**src/rtl/shift_pkg.sv**
```systemverilog
// Shared types and defaults for the serial shift-register link blocks.
// The PARITY state is only entered when SIPO_PARITY_EN is defined.
package shift_pkg;

  typedef enum logic [1:0] {
    IDLE   = 2'd0,
    SHIFT  = 2'd1,
    PARITY = 2'd2
  } state_t;

  localparam int SHIFT_WIDTH_DEF = 4;

endpackage

```
**src/rtl/sipo_shifter.sv**
```systemverilog
// Shift register and bit counter for the SIPO receiver. Bits enter at the MSB;
// done flags the edge that shifts in the last bit of a word.
module sipo_shifter #(
  parameter int WIDTH = 4,
  parameter int CW    = $clog2(WIDTH + 1)
) (
  input  logic             clk,
  input  logic             rst,
  input  logic             in,
  input  logic             shift_en,
  input  logic             restart,
  output logic [WIDTH-1:0] word,
  output logic             done
);

  logic [WIDTH-1:0] sr;
  logic [CW-1:0]    cnt;
  logic             last;

  assign last = (cnt == CW'(WIDTH - 1));
  assign done = shift_en & ~restart & last;
  // While shifting, the word includes the incoming bit; otherwise it is the held register.
  assign word = shift_en ? {in, sr[WIDTH-1:1]} : sr;

  always_ff @(posedge clk or negedge rst) begin
    if (!rst) begin
      sr  <= '0;
      cnt <= '0;
    end else if (shift_en) begin
      sr <= {in, sr[WIDTH-1:1]};
      if (restart)   cnt <= CW'(1);
      else if (last) cnt <= '0;
      else           cnt <= cnt + CW'(1);
    end
  end

endmodule

```
**src/rtl/shift_reg_sipo_rx.sv**
```systemverilog
// Serial-in parallel-out receiver: frames LSB-first bits into WIDTH-bit words on a
// held valid/ready port. Define SIPO_PARITY_EN for a trailing even-parity bit.
// Handshake: q is consumed on any edge where q_valid and q_ready are both 1;
// q and q_valid never change while q_valid=1 and q_ready=0 (new words overrun).
module shift_reg_sipo_rx
  import shift_pkg::*;
#(
  parameter int WIDTH = SHIFT_WIDTH_DEF
) (
  input  logic             clk,
  input  logic             rst,
  input  logic             in,
  input  logic             in_valid,
  input  logic             start,
  output logic [WIDTH-1:0] q,
  output logic [WIDTH-1:0] qbar,
  output logic             q_valid,
  input  logic             q_ready,
  output logic             ovr,
  input  logic             ovr_clr,
`ifdef SIPO_PARITY_EN
  output logic             parity_err,
`endif
  output state_t           dbg_state
);

  state_t           state, state_nxt;
  logic             shift_en, restart, done, complete;
  logic [WIDTH-1:0] word;
  logic             load_ok, overrun;

  // start restarts a frame from any state; plain bits only shift mid-frame.
  assign shift_en = in_valid & (start | (state == SHIFT));
  assign restart  = in_valid & start;

  sipo_shifter #(.WIDTH(WIDTH)) u_shifter (
    .clk      (clk),
    .rst      (rst),
    .in       (in),
    .shift_en (shift_en),
    .restart  (restart),
    .word     (word),
    .done     (done)
  );

  always_ff @(posedge clk or negedge rst) begin
    if (!rst) state <= IDLE;
    else      state <= state_nxt;
  end

  always_comb begin
    state_nxt = state;
    complete  = 1'b0;
    case (state)
      IDLE: begin
        if (in_valid && start) state_nxt = SHIFT;
      end
      SHIFT: begin
`ifdef SIPO_PARITY_EN
        if (done) state_nxt = PARITY;
`else
        if (done) begin
          state_nxt = IDLE;
          complete  = 1'b1;
        end
`endif
      end
`ifdef SIPO_PARITY_EN
      PARITY: begin
        if (in_valid && start) begin
          state_nxt = SHIFT;
        end else if (in_valid) begin
          state_nxt = IDLE;
          complete  = 1'b1;
        end
      end
`endif
      default: state_nxt = IDLE;
    endcase
  end

  assign load_ok = complete & (~q_valid | q_ready);
  assign overrun = complete & q_valid & ~q_ready;

  always_ff @(posedge clk or negedge rst) begin
    if (!rst) begin
      q       <= '0;
      q_valid <= 1'b0;
    end else if (load_ok) begin
      q       <= word;
      q_valid <= 1'b1;
    end else if (q_valid && q_ready) begin
      q_valid <= 1'b0;
    end
  end

  always_ff @(posedge clk or negedge rst) begin
    if (!rst)         ovr <= 1'b0;
    else if (overrun) ovr <= 1'b1;
    else if (ovr_clr) ovr <= 1'b0;
  end

`ifdef SIPO_PARITY_EN
  logic parity_bad;
  assign parity_bad = complete & ((^word) ^ in);

  always_ff @(posedge clk or negedge rst) begin
    if (!rst)            parity_err <= 1'b0;
    else if (parity_bad) parity_err <= 1'b1;
    else if (ovr_clr)    parity_err <= 1'b0;
  end
`endif

  assign qbar      = ~q;
  assign dbg_state = state;

endmodule

```
**config.mk**
```make
export PLATFORM = sky130hd
export DESIGN_NAME = shift_reg_sipo_rx
export DESIGN_NICKNAME = d
export VERILOG_FILES = /design/src/rtl/shift_pkg.sv /design/src/rtl/sipo_shifter.sv /design/src/rtl/shift_reg_sipo_rx.sv
export SDC_FILE = /design/constraint.sdc
export NUM_CORES = 1
export LEC_CHECK = 0
export ABC_CLOCK_PERIOD_IN_PS = 1600
export CAP_MARGIN = 20
export CORE_MARGIN = 5
export CORE_UTILIZATION = 44
export CTS_CLUSTER_DIAMETER = 120
export DETAILED_ROUTE_END_ITERATION = 6
export GPL_TIMING_DRIVEN = 0
export PLACE_DENSITY = 0.79
export SETUP_SLACK_MARGIN = 0.05
export SYNTH_ARGS = -nofsm -noshare
export SYNTH_HDL_FRONTEND = slang
export SYNTH_SLANG_ARGS = --single-unit
```
**constraint.sdc**
```tcl
create_clock -name clk -period 1.6 [get_ports clk]
set_input_delay 0.16 -clock clk [delete_from_list [all_inputs] [get_ports clk]]
set_output_delay 0.16 -clock clk [all_outputs]
set_load 0.05 [all_outputs]
```
Figure 1. Cell sizes after repair.
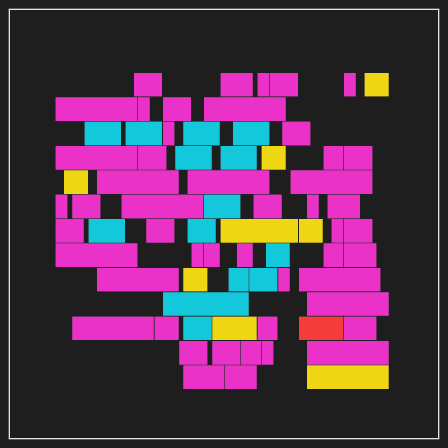
cyan -> drive 2  # cells 14, share 19%, most used mux2_2
magenta -> drive 1 or less  # cells 49, share 68%, most used dfrtp_1
red -> drive 6 and up  # cells 1, share 1.4%, most used clkbuf_8
yellow -> drive 3 to 4  # cells 8, share 11%, most used clkbuf_4

Figure 2. Placement by cell class.
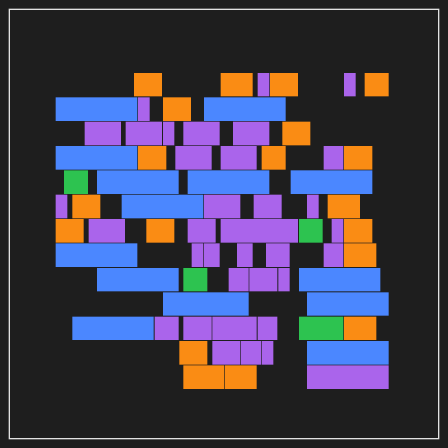
orange -> other buffers and delay cells  # cells 19, share of their area 20%
green -> clock drivers and dummy loads  # cells 4, share of their area 4.3%
blue -> flops  # cells 14, share of their area 41%
purple -> all other logic  # cells 35, share of their area 34%
Rows: 13
placeable core region: 1330 um2
flop share of the area: 40.4%
post-route cell area: 871 um2
Layout Utilization: 65.3%

Figure 3. Sequential cells grouped by signal name.
Other sequential cells in the stronger grey, the rest of the logic in the fainter grey.
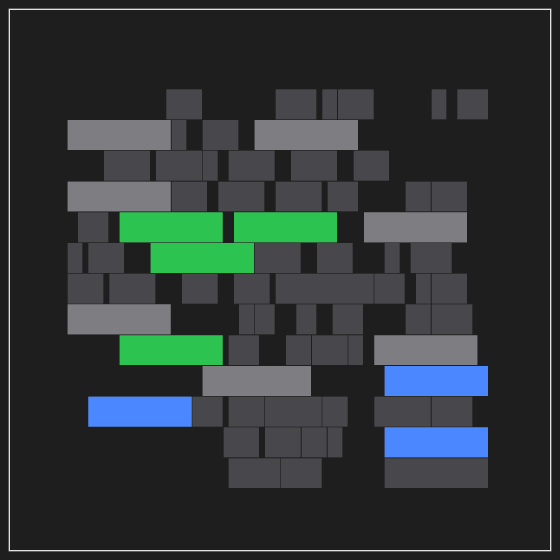
blue -> u_shifter.cnt  # flops 3
green -> u_shifter.sr  # flops 4
not coloured = 7

==> run summary <==
The following summarizes the physical implementation.

Timing
For reference, the final report shows the max-slew violation count at 0. The total negative setup slack is 0 ps. The transition time at the pin with the least slew margin is 600 ps.

GRT
For this run the aggregate overflow at the end of global routing stands at 0. The via count of the first global-routing pass is around 420.

CTS
The clock-pin transition on the worst setup and hold timing paths is 80 ps. Per the repair_timing log after CTS, setup buffers inserted total 1. The maximum buffer depth of the clock tree is 2.

Pwr
The largest share of the power goes to combinational logic. The switching part of the total power is 45.7%. The power in the clock group is 0.242 mW. The worst vdd rail ir drop is around 0.0011 V.

Critical path
The number of cells on the worst reg-to-reg path is 5. The type of element capturing the critical path is a flop. The highest net fanout along the worst path is 8. The required time of the critical path is 1760 ps. The worst reg-to-reg setup slack is approximately 120 ps.

Yosys
The synthesis report lists the most area-consuming cells as sky130_fd_sc_hd__dfrtp_1, sky130_fd_sc_hd__mux2_2, sky130_fd_sc_hd__inv_1, sky130_fd_sc_hd__nor4b_4, sky130_fd_sc_hd__ha_1. By area, the combinational part of the netlist is dominated by multiplexers. Per the synth stats, the flop cell with the highest instance count is sky130_fd_sc_hd__dfrtp_1. The parity-gate share of the synthesized area counting xor and xnor cells is 0%. Post-synthesis, Yosys gives the total cell area as approximately 630 um2.

Drt
The length of the first detailed-routing pass in iterations is 2. The total routed wirelength is 1120 um.

Final layout
Ranking logic cells in the layout by count gives the top entries sky130_fd_sc_hd__dfrtp_1, sky130_fd_sc_hd__dlygate4sd2_1, sky130_fd_sc_hd__mux2_2. Compared with the post-synthesis result, the final layout area differs by 38.6%. The fraction of area in multi-input gates is 30.3%. The registers reported with the highest flop counts are q (4), u_shifter.sr (4), u_shifter.cnt (3). The final antenna diode tally reported by the flow is 0.

Outcome
The run finished with clean final reports.
Figure 4. Congestion heat map.
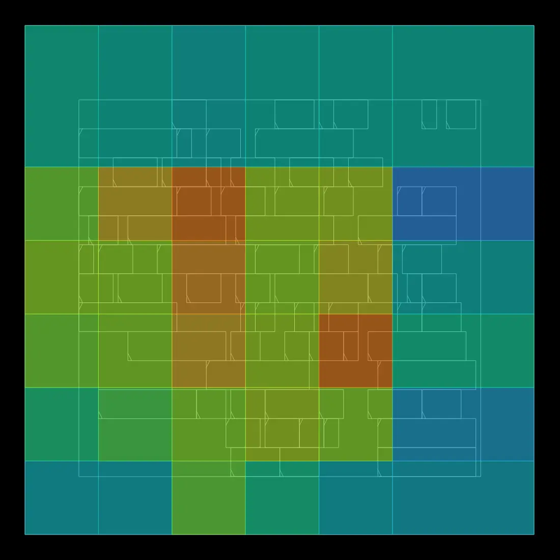
busiest layer in global routing: met2
Routed wire per std cell: 12.9 um
GR Util met1: 13.3%
global-route track usage on met2: 17.9%
met3 layer usage reported by global route: 6.77%

Figure 5. Placement density heat map.
10 x 10 tiles, from black (low) to pale yellow (high), 0 to 100% covered.
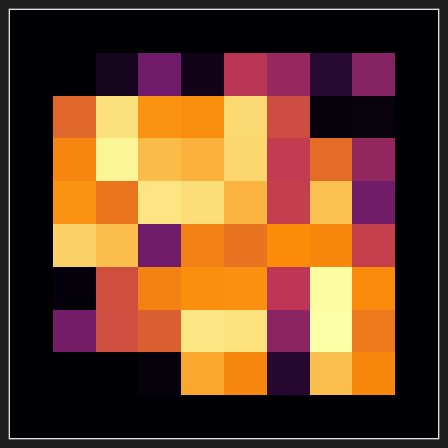
densest ninth of the die = centre
mean over tiles = 37%
fullest tile = 100%
nearly empty tiles = 42%
tiles over 75% full = 23%

No activity file was given, so power comes from the tool's default toggle rates.
